[src/rtl/display_pkg.sv]
// Shared constants, phase encoding and hex-to-segment table for the display scanner.
// Pure definitions: no latency and no backpressure.
package display_pkg;

  localparam int DEF_NUM_DIGITS = 8;
  localparam int DEF_TICK_DIV   = 50000;
  localparam int DEF_BLANK_CYC  = 16;

  localparam logic [7:0] SEG_BLANK = 8'hFF;

  typedef enum logic {
    PH_BLANK = 1'b0,
    PH_DRIVE = 1'b1
  } phase_t;

  // Active-low {g,f,e,d,c,b,a}; lowercase glyphs for b and d keep them distinct from 8 and 0.
  function automatic logic [6:0] hex_to_seg7_n(input logic [3:0] nib);
    logic [6:0] seg;
    case (nib)
      4'h0:    seg = 7'h40;
      4'h1:    seg = 7'h79;
      4'h2:    seg = 7'h24;
      4'h3:    seg = 7'h30;
      4'h4:    seg = 7'h19;
      4'h5:    seg = 7'h12;
      4'h6:    seg = 7'h02;
      4'h7:    seg = 7'h78;
      4'h8:    seg = 7'h00;
      4'h9:    seg = 7'h10;
      4'hA:    seg = 7'h08;
      4'hB:    seg = 7'h03;
      4'hC:    seg = 7'h46;
      4'hD:    seg = 7'h21;
      4'hE:    seg = 7'h06;
      default: seg = 7'h0E;
    endcase
    return seg;
  endfunction

endpackage

[src/rtl/scan_display_ctrl_if.sv]
// Host frame-write port: one frame of nibbles plus dp/blank masks per transfer.
// A transfer completes when wr_valid && wr_ready; the host holds its request while wr_ready is low.
interface scan_display_ctrl_if
  import display_pkg::*;
#(
  parameter int NUM_DIGITS = DEF_NUM_DIGITS
);

  logic                      wr_valid;
  logic                      wr_ready;
  logic [4*NUM_DIGITS-1:0]   wr_data;
  logic [NUM_DIGITS-1:0]     dp_mask;
  logic [NUM_DIGITS-1:0]     blank_mask;

  modport master (
    output wr_valid, wr_data, dp_mask, blank_mask,
    input  wr_ready
  );

  modport slave (
    input  wr_valid, wr_data, dp_mask, blank_mask,
    output wr_ready
  );

endinterface

[src/rtl/scan_display_ctrl_seg7_decode.sv]
// Combinational nibble + decimal point to active-low {dp,g..a} segment pattern.
// Zero latency, no handshake.
module seg7_decode
  import display_pkg::*;
(
  input  logic [3:0] nibble,
  input  logic       dp,
  output logic [7:0] seg_n
);

  assign seg_n = {~dp, hex_to_seg7_n(nibble)};

endmodule

[src/rtl/scan_display_ctrl.sv]
// Double-buffered seven-segment scanner: one digit per TICK_DIV-cycle slot, blanked for BLANK_CYC at slot start.
// Outputs registered (1 cycle behind cnt/idx); wr_ready drops while a frame waits for the next frame boundary.
module scan_display_ctrl
  import display_pkg::*;
#(
  parameter int NUM_DIGITS = DEF_NUM_DIGITS,
  parameter int TICK_DIV   = DEF_TICK_DIV,
  parameter int BLANK_CYC  = DEF_BLANK_CYC
) (
  input  logic                  pixel_clk,
  input  logic                  reset,
  scan_display_ctrl_if.slave    wr,
  output logic [7:0]            seg_n,
  output logic [NUM_DIGITS-1:0] an_n,
  output logic                  frame_start
);

  localparam int CNT_W = $clog2(TICK_DIV);
  localparam int IDX_W = (NUM_DIGITS > 1) ? $clog2(NUM_DIGITS) : 1;

  localparam logic [CNT_W-1:0] CNT_LAST = CNT_W'(TICK_DIV - 1);
  localparam logic [IDX_W-1:0] IDX_LAST = IDX_W'(NUM_DIGITS - 1);
  localparam phase_t           PH_RESET = (BLANK_CYC > 0) ? PH_BLANK : PH_DRIVE;

  logic [CNT_W-1:0]             cnt;
  logic [IDX_W-1:0]             idx;
  phase_t                       phase;
  logic                         slot_end;
  logic                         frame_end;
  logic                         accept;
  logic                         pending;
  logic [NUM_DIGITS-1:0][3:0]   pend_data;
  logic [NUM_DIGITS-1:0][3:0]   shadow_data;
  logic [NUM_DIGITS-1:0]        pend_dp;
  logic [NUM_DIGITS-1:0]        pend_blank;
  logic [NUM_DIGITS-1:0]        shadow_dp;
  logic [NUM_DIGITS-1:0]        shadow_blank;
  logic [7:0]                   dig_seg_n;

  assign slot_end    = (cnt == CNT_LAST);
  assign frame_end   = slot_end && (idx == IDX_LAST);
  assign accept      = wr.wr_valid && !pending;
  assign wr.wr_ready = ~pending;

  seg7_decode u_seg7_decode (
    .nibble (shadow_data[idx]),
    .dp     (shadow_dp[idx]),
    .seg_n  (dig_seg_n)
  );

  // phase always mirrors (cnt < BLANK_CYC); tracking it as state keeps the
  // wide magnitude compare off the output path.
  always_ff @(posedge pixel_clk) begin
    if (reset) begin
      cnt         <= '0;
      idx         <= '0;
      phase       <= PH_RESET;
      seg_n       <= SEG_BLANK;
      an_n        <= '1;
      frame_start <= 1'b0;
    end else begin
      if (slot_end) begin
        cnt <= '0;
        idx <= (idx == IDX_LAST) ? '0 : idx + 1'b1;
      end else begin
        cnt <= cnt + 1'b1;
      end

      case (phase)
        PH_BLANK: if (int'(cnt) == BLANK_CYC - 1) phase <= PH_DRIVE;
        PH_DRIVE: if (slot_end && BLANK_CYC > 0)  phase <= PH_BLANK;
        default:  phase <= PH_RESET;
      endcase

      frame_start <= (cnt == '0) && (idx == '0);

      if (phase == PH_BLANK || shadow_blank[idx]) begin
        seg_n <= SEG_BLANK;
        an_n  <= '1;
      end else begin
        seg_n <= dig_seg_n;
        an_n  <= ~(NUM_DIGITS'(1) << idx);
      end
    end
  end

  // Shadow only changes on a frame boundary, so a scan never mixes two frames.
  always_ff @(posedge pixel_clk) begin
    if (reset) begin
      pending      <= 1'b0;
      pend_data    <= '0;
      pend_dp      <= '0;
      pend_blank   <= '0;
      shadow_data  <= '0;
      shadow_dp    <= '0;
      shadow_blank <= '0;
    end else if (accept) begin
      pending    <= 1'b1;
      pend_data  <= wr.wr_data;
      pend_dp    <= wr.dp_mask;
      pend_blank <= wr.blank_mask;
    end else if (frame_end && pending) begin
      pending      <= 1'b0;
      shadow_data  <= pend_data;
      shadow_dp    <= pend_dp;
      shadow_blank <= pend_blank;
    end
  end

endmodule

[src/flat_wrapper.sv]
// flat-port wrapper written by rule: the top's interface ports become plain ports
module scan_display_ctrl_flat import display_pkg::*;
#(
  parameter int NUM_DIGITS = DEF_NUM_DIGITS,
  parameter int TICK_DIV   = DEF_TICK_DIV,
  parameter int BLANK_CYC  = DEF_BLANK_CYC
)
  (pixel_clk, reset, seg_n, an_n, frame_start, wr_wr_valid, wr_wr_data, wr_dp_mask, wr_blank_mask, wr_wr_ready);
  scan_display_ctrl_if #(.NUM_DIGITS(NUM_DIGITS)) wr_i ();
  input  logic pixel_clk;
  input  logic reset;
  output logic [7:0] seg_n;
  output logic [NUM_DIGITS-1:0] an_n;
  output logic frame_start;
  input wire logic [$bits(wr_i.wr_valid)-1:0] wr_wr_valid;
  input wire logic [$bits(wr_i.wr_data)-1:0] wr_wr_data;
  input wire logic [$bits(wr_i.dp_mask)-1:0] wr_dp_mask;
  input wire logic [$bits(wr_i.blank_mask)-1:0] wr_blank_mask;
  output wire logic [$bits(wr_i.wr_ready)-1:0] wr_wr_ready;
  assign wr_i.wr_valid = wr_wr_valid;
  assign wr_i.wr_data = wr_wr_data;
  assign wr_i.dp_mask = wr_dp_mask;
  assign wr_i.blank_mask = wr_blank_mask;
  assign wr_wr_ready = wr_i.wr_ready;
  scan_display_ctrl #(.NUM_DIGITS(NUM_DIGITS), .TICK_DIV(TICK_DIV), .BLANK_CYC(BLANK_CYC)) u_core (.pixel_clk(pixel_clk), .reset(reset), .wr(wr_i), .seg_n(seg_n), .an_n(an_n), .frame_start(frame_start));
endmodule
[config.mk]
export PLATFORM = sky130hd
export DESIGN_NAME = scan_display_ctrl_flat
export DESIGN_NICKNAME = d
export VERILOG_FILES = /design/src/rtl/display_pkg.sv /design/src/rtl/scan_display_ctrl_if.sv /design/src/rtl/scan_display_ctrl_seg7_decode.sv /design/src/rtl/scan_display_ctrl.sv /design/src/flat_wrapper.sv
export SDC_FILE = /design/constraint.sdc
export NUM_CORES = 1
export LEC_CHECK = 0
export CAP_MARGIN = 20
export CORE_UTILIZATION = 50
export CTS_CLUSTER_SIZE = 24
export DETAILED_ROUTE_END_ITERATION = 10
export GPL_ROUTABILITY_DRIVEN = 0
export PLACE_DENSITY = 0.71
export SYNTH_ARGS = -nofsm -noshare
export SYNTH_HDL_FRONTEND = slang
export SYNTH_SLANG_ARGS = --single-unit
[constraint.sdc]
create_clock -name pixel_clk -period 3.4 [get_ports pixel_clk]
set_clock_uncertainty 0.1 [all_clocks]
set_input_delay 0.34 -clock pixel_clk [delete_from_list [all_inputs] [get_ports pixel_clk]]
set_output_delay 0.34 -clock pixel_clk [all_outputs]
set_load 0.02 [all_outputs]
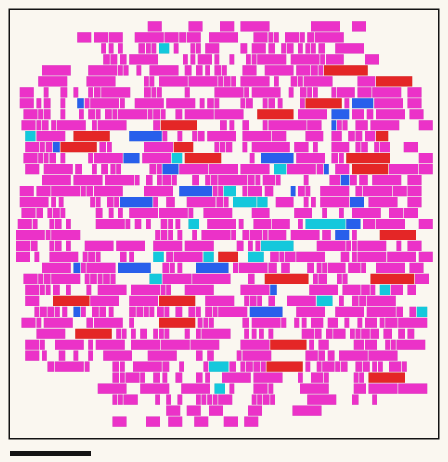
Figure 1: run 1, cells by drive strength.
The bar under the picture is 20 microns long.
Key: blue = _2 cells [cells 23, share 3.3%, most used mux4_2]; red = _6 and larger [cells 23, share 3.3%, most used clkbuf_16]; cyan = _3 and _4 cells [cells 19, share 2.7%, most used buf_4]; magenta = _0 and _1 cells [cells 638, share 91%, most used nand2_1]

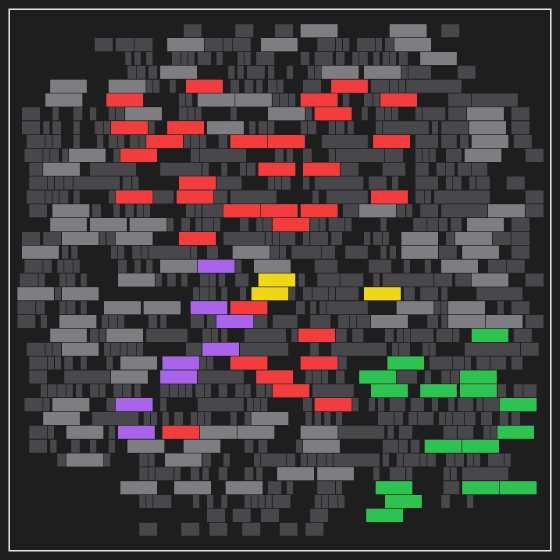
Figure 2: run 1, sequential cells colored by netlist name.
Other sequential cells in the stronger gray, the rest of the logic in the fainter gray.
Key: purple = u_core.shadow_blank [placed flops 8]; green = u_core.cnt [placed flops 16, where south-east]; red = u_core.shadow_data [placed flops 32]; yellow = u_core.idx [placed flops 3]
flop share of the area: 39.81%
Flop area: 2683 sq um
seq pwr: 1.63 mW

==> results.txt, run 1 <==
impl run done, here's what came out: fa+ha+maj area frac 3.003%, XORs/XNORs by Area 2.102%, All-Layer GR Usage 21.71%, maximum clock rate 340.4 MHz, Setup crit end kind register, most used cell along the critical path inv_1, Yosys Instances 634, wirelength, routed 11120 microns, r2r setup slk 0.46 ns, first-pass GRT wire length 19240 microns, Peak VDD IR 0.3551 mV, chip area in the Yosys report 5416 sq um, worst setup path startpoint u_core.idx[0]$_SDFFE_PP0N_, syn_nets 698, routed len/inst 13.25 microns, initial antenna violation count 0, dpl ws 0.5818 ns, Synth Flop Type dfxtp_1, Post-CTS Setup Bufs 0, Synth-to-Final Area Change 24.42%, # DRC 0, Gate Area 2474 sq um, Core ar. 10420 sq um, Worst Setup Start Kind register, crit-path cells buf_4, mux4_1, mux2i_1, inv_1, ha_1, inv_1, nor3_1, a211oi_1, o21ai_1, Avg Vias per Cell 5.129, fp util 52.00%, Setup violations, final 0, status complete, no violations, Hold Path End u_core.pend_data[25]$_SDFFE_PP0P_, critical path class reg2reg, hold buffer count at cts 0, Cell Count Post-Placement 807, clk buf depth 2, MUX area fraction 6.491%, synth warn 0, Max Fanout on Critical Path 10, First-pass DRT Iterations 4, Cell Area, Placed 6128 sq um, worst hold path class in2reg, worst r2r path cells 9, Tapcell Cnt 136, minimum clock period 2.937 ns, Root Buffer clkbuf_8, comb area leader simple AND/OR/NAND/NOR gates, pwr dens 544.1 nW/um^2, Worst Slack Setup Final 0.4626 ns, Pleak 2.438 nW, largest net degree at the start of global routing 106, IO buf count 68, share of flip-flops with an asynchronous set or reset 0%, Registers, synthesis 134, distinct lib cells 46, WP depth 9, hold path cells 3, Complex Gates by Area 12.08%, Top Ports 69, worst slew pin tran 1.042 ns, unrepaired setup endpoints after global routing no, final setup TNS 0 ns, nets 754
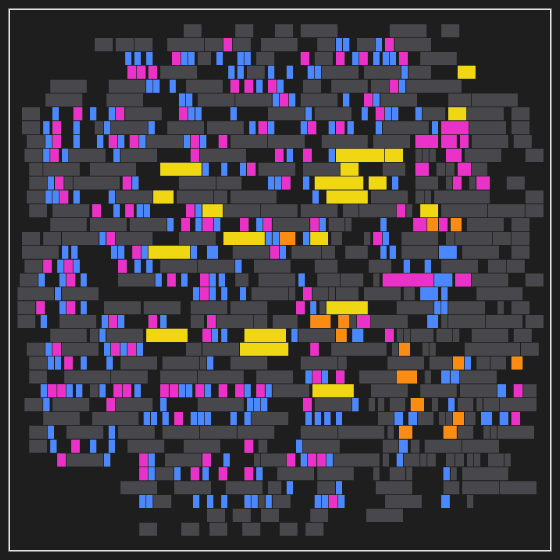
Figure 3: run 1, selected gate families.
Key: magenta = aoi and oai cells [cells 116, where spread over the die]; blue = nand cells [cells 226, where spread over the die]; orange = and/or cells [cells 14]; yellow = mux cells [cells 20]
logic share of the area: 36.71%
final std cells w/o fill: 839
Top cell excl fill/tap: nand2_1

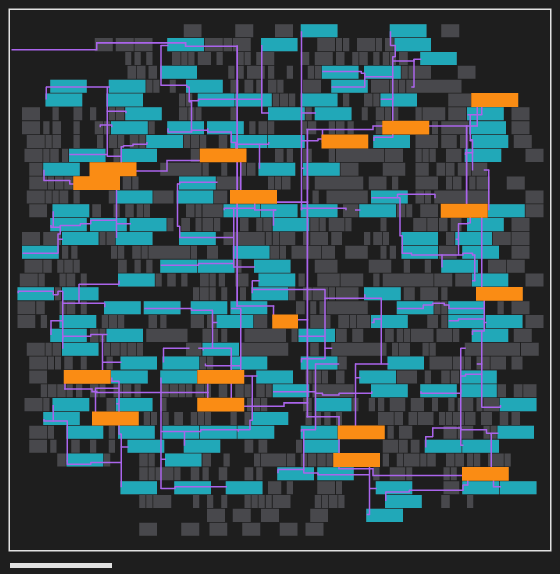
Figure 4: run 1, routed clock nets over the placement.
The bar under the picture is 20 microns long.
Key: purple = clock wires [length 1520 microns]; orange = clock drivers [count 17]; cyan = flip-flops [count 134]
Position of the flops: spread over the die.
Clk power: 1.87 mW
Skew-Pair Late Insertion Delay: 0.53 ns
clock network fraction of total power: 51.1%

[run 1: cells in the final DEF, fill, tap and decap left out, types with 4 or more instances in the layout]
| cell type | netlist | layout |
|---|---|---|
| nand2_1 | 211 | 211 |
| clkinv_2 | 0 | 5 |
| nor2_1 | 26 | 26 |
| a21oi_1 | 100 | 100 |
| dfxtp_1 | 134 | 134 |
| clkdlybuf4s50_1 | 0 | 67 |
| nor3_1 | 9 | 9 |
| bufinv_16 | 0 | 4 |
| nand3_1 | 8 | 8 |
| mux2i_1 | 7 | 7 |
| ha_1 | 13 | 13 |
| xnor2_1 | 9 | 9 |
| xor2_1 | 4 | 4 |
| inv_1 | 14 | 14 |
| mux4_2 | 7 | 7 |
| clkbuf_16 | 0 | 16 |
| buf_4 | 3 | 9 |
| or3_1 | 5 | 5 |
[run 1: Yosys cell counts, types with 6 or more instances]
master	count	share of area (%)
nand3_1	8	0.74
xnor2_1	9	1.5
clkbuf_1	21	1.5
ha_1	13	3.0
nand2_1	211	15
mux2i_1	7	1.3
a21oi_1	100	9.2
inv_1	14	0.97
nor2_1	26	1.8
nor3_1	9	0.83
buf_2	6	0.55
mux4_2	7	2.9
buf_6	6	1.2
dfxtp_1	134	50
[run 1: metal layers]
metal | wire (microns) | vias up | part of all wire, % | track usage, %
li1 | - | 2224 | - | -
met1 | 5119 | 1994 | 46 | 26.99
met2 | 5408 | 76 | 49 | 35.71
met3 | 467 | 9 | 4.2 | 6.622
met4 | 124 | 0 | 1.1 | 7.440
met5 | 0 | - | 0 | 0
[run 1: report_power, final]
part | switching, mW | internal [mW]
clock network | 0.666 | 1.21
logic | 0.0800 | 0.0837
registers | 0.0218 | 1.61
total | 0.768 | 2.90
==> run 2: changes to the inputs <==
--- a/config.mk
+++ b/config.mk
@@ -6,6 +6,7 @@
 export NUM_CORES = 1
 export LEC_CHECK = 0
 export CAP_MARGIN = 20
+export CORE_MARGIN = 1
 export CORE_UTILIZATION = 50
 export CTS_CLUSTER_SIZE = 24
 export DETAILED_ROUTE_END_ITERATION = 10
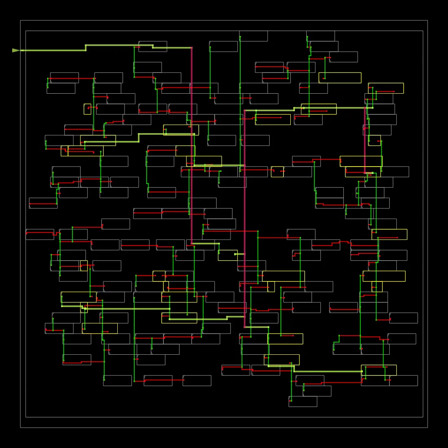
Figure 5: run 2, clock routing.
flip-flops: 134
CLK BUF: 19
CTS Buf Count: 17
CTS Sinks: 134

==> run 2 against run 1 <==
Against the previous run:
- hold slack is the same
- clock power is essentially flat
- worst setup slack is the same
- cell area is the same
- utilization is the same
- count of clock-buffer cells in the layout is the same
- non-clock buffer count is the same
- die area is the same
- via count is the same
- flip-flop count is the same
- first-iteration DRC count is the same
- cell count is the same
==> results.txt, run 2 <==
impl run done, here's what came out: status complete, no violations, nets 754, worst slew pin tran 1.042 ns, routed len/inst 13.25 microns, wirelength, routed 11120 microns, clk buf depth 2, Root Buffer clkbuf_8, fp util 52.00%, chip area in the Yosys report 5416 sq um, maximum clock rate 340.4 MHz, Top Layout Cells nand2_1 (211), dfxtp_1 (134), a21oi_1 (100), Top Layer Used met4, fa+ha+maj area frac 3.003%, crit-path cells buf_4, mux4_1, mux2i_1, inv_1, ha_1, inv_1, nor3_1, a211oi_1, o21ai_1, distinct lib cells 46, worst setup path startpoint u_core.idx[0]$_SDFFE_PP0N_, synth cell count leaders nand2_1 (211), dfxtp_1 (134), a21oi_1 (100), Area leader share 49.53%, worst hold path class in2reg, final std cells w/o fill 839, syn_nets 698, hold buffer count at cts 0, comb area leader simple AND/OR/NAND/NOR gates, Avg Vias per Cell 5.129, First-pass DRT Iterations 4, most used cell along the critical path inv_1, Complex Gates by Area 12.08%, synth top area cells dfxtp_1 (50%), nand2_1 (15%), a21oi_1 (9.2%), Peak VDD IR 0.3551 mV, r2r setup slk 0.46 ns, Hold Path End u_core.pend_data[25]$_SDFFE_PP0P_, M1 WL 5119 microns, worst r2r path cells 9, Skew-Pair Late Insertion Delay 0.53 ns, All-Layer GR Usage 21.71%, Setup violations, final 0, WL met2 5408 microns, Pleak 2.438 nW, Core ar. 10420 sq um, first-pass GRT wire length 19240 microns, dominant cell type by area after synthesis dfxtp_1, Top Ports 69
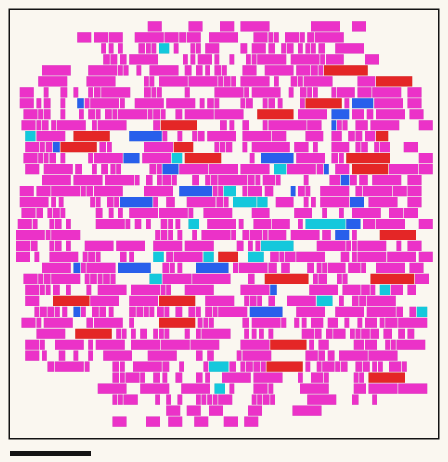
Figure 6: run 2, cells by drive strength.
The bar under the picture is 20 microns long.
Key: red = _6 and larger [cells 23, share 3.3%, most used clkbuf_16]; magenta = _0 and _1 cells [cells 638, share 91%, most used nand2_1]; blue = _2 cells [cells 23, share 3.3%, most used mux4_2]; cyan = _3 and _4 cells [cells 19, share 2.7%, most used buf_4]
final instance area: 6739 sq um
Synth-to-Final Area Change: 24.42%
Buffers, non-clock: 76

-- run 2: cell counts after synthesis --
Identical to the previous run, type by type.
-- run 2: report_power, final --
part | switching (mW) | internal (mW)
clock network | 0.666 | 1.21
registers | 0.0218 | 1.61
logic | 0.0800 | 0.0837
total | 0.768 | 2.90
-- run 2: layer usage --
metal  track usage [%]  vias up
met4             7.440        0
li1                  -     2224
met1             26.99     1994
met3             6.622        9
met5                 0        -
met2             35.71       76
-- run 2: area by class of cell --
type | count | area, sq um | area share (%)
tap | 136 | 170.2 | 2.525
clock buffer | 19 | 431.7 | 6.405
multi-input combinational | 444 | 2474 | 36.71
inverter | 17 | 63.81 | 0.9469
clock inverter | 13 | 178.9 | 2.655
timing repair buffer | 76 | 738.2 | 10.95
sequential | 134 | 2683 | 39.81
-- run 2: per-stage QoR --
step | cell area, sq um | worst slack [ns] | hold WS, ns | total power [mW] | utilization [%]
after CTS | 6739 | 0.4850 | 0.2381 | 3.699 | 64.70
after detailed placement | 6128 | 0.5818 | 0.3428 | 1.829 | 58.83
after global placement | 6128 | 0.7206 | 0.3365 | 1.825 | 58.83
final | 6739 | 0.4626 | 0.2611 | 3.667 | 64.70
after floorplan | 5416 | 1.002 | 0.3271 | 1.743 | -
after global routing | 6739 | 0.2436 | 0.2470 | 3.796 | 64.70
-- run 2: worst reg2reg max path, stage by stage, from the launching register on --
cell and delay (ns):
dfxtp_1 0.59, buf_4 0.25, mux4_1 0.54, mux2i_1 0.40, inv_1 0.17, ha_1 0.29
inv_1 0.08, nor3_1 0.06, a211oi_1 0.21, o21ai_1 0.09
No activity file was given, so power comes from the tool's default toggle rates.
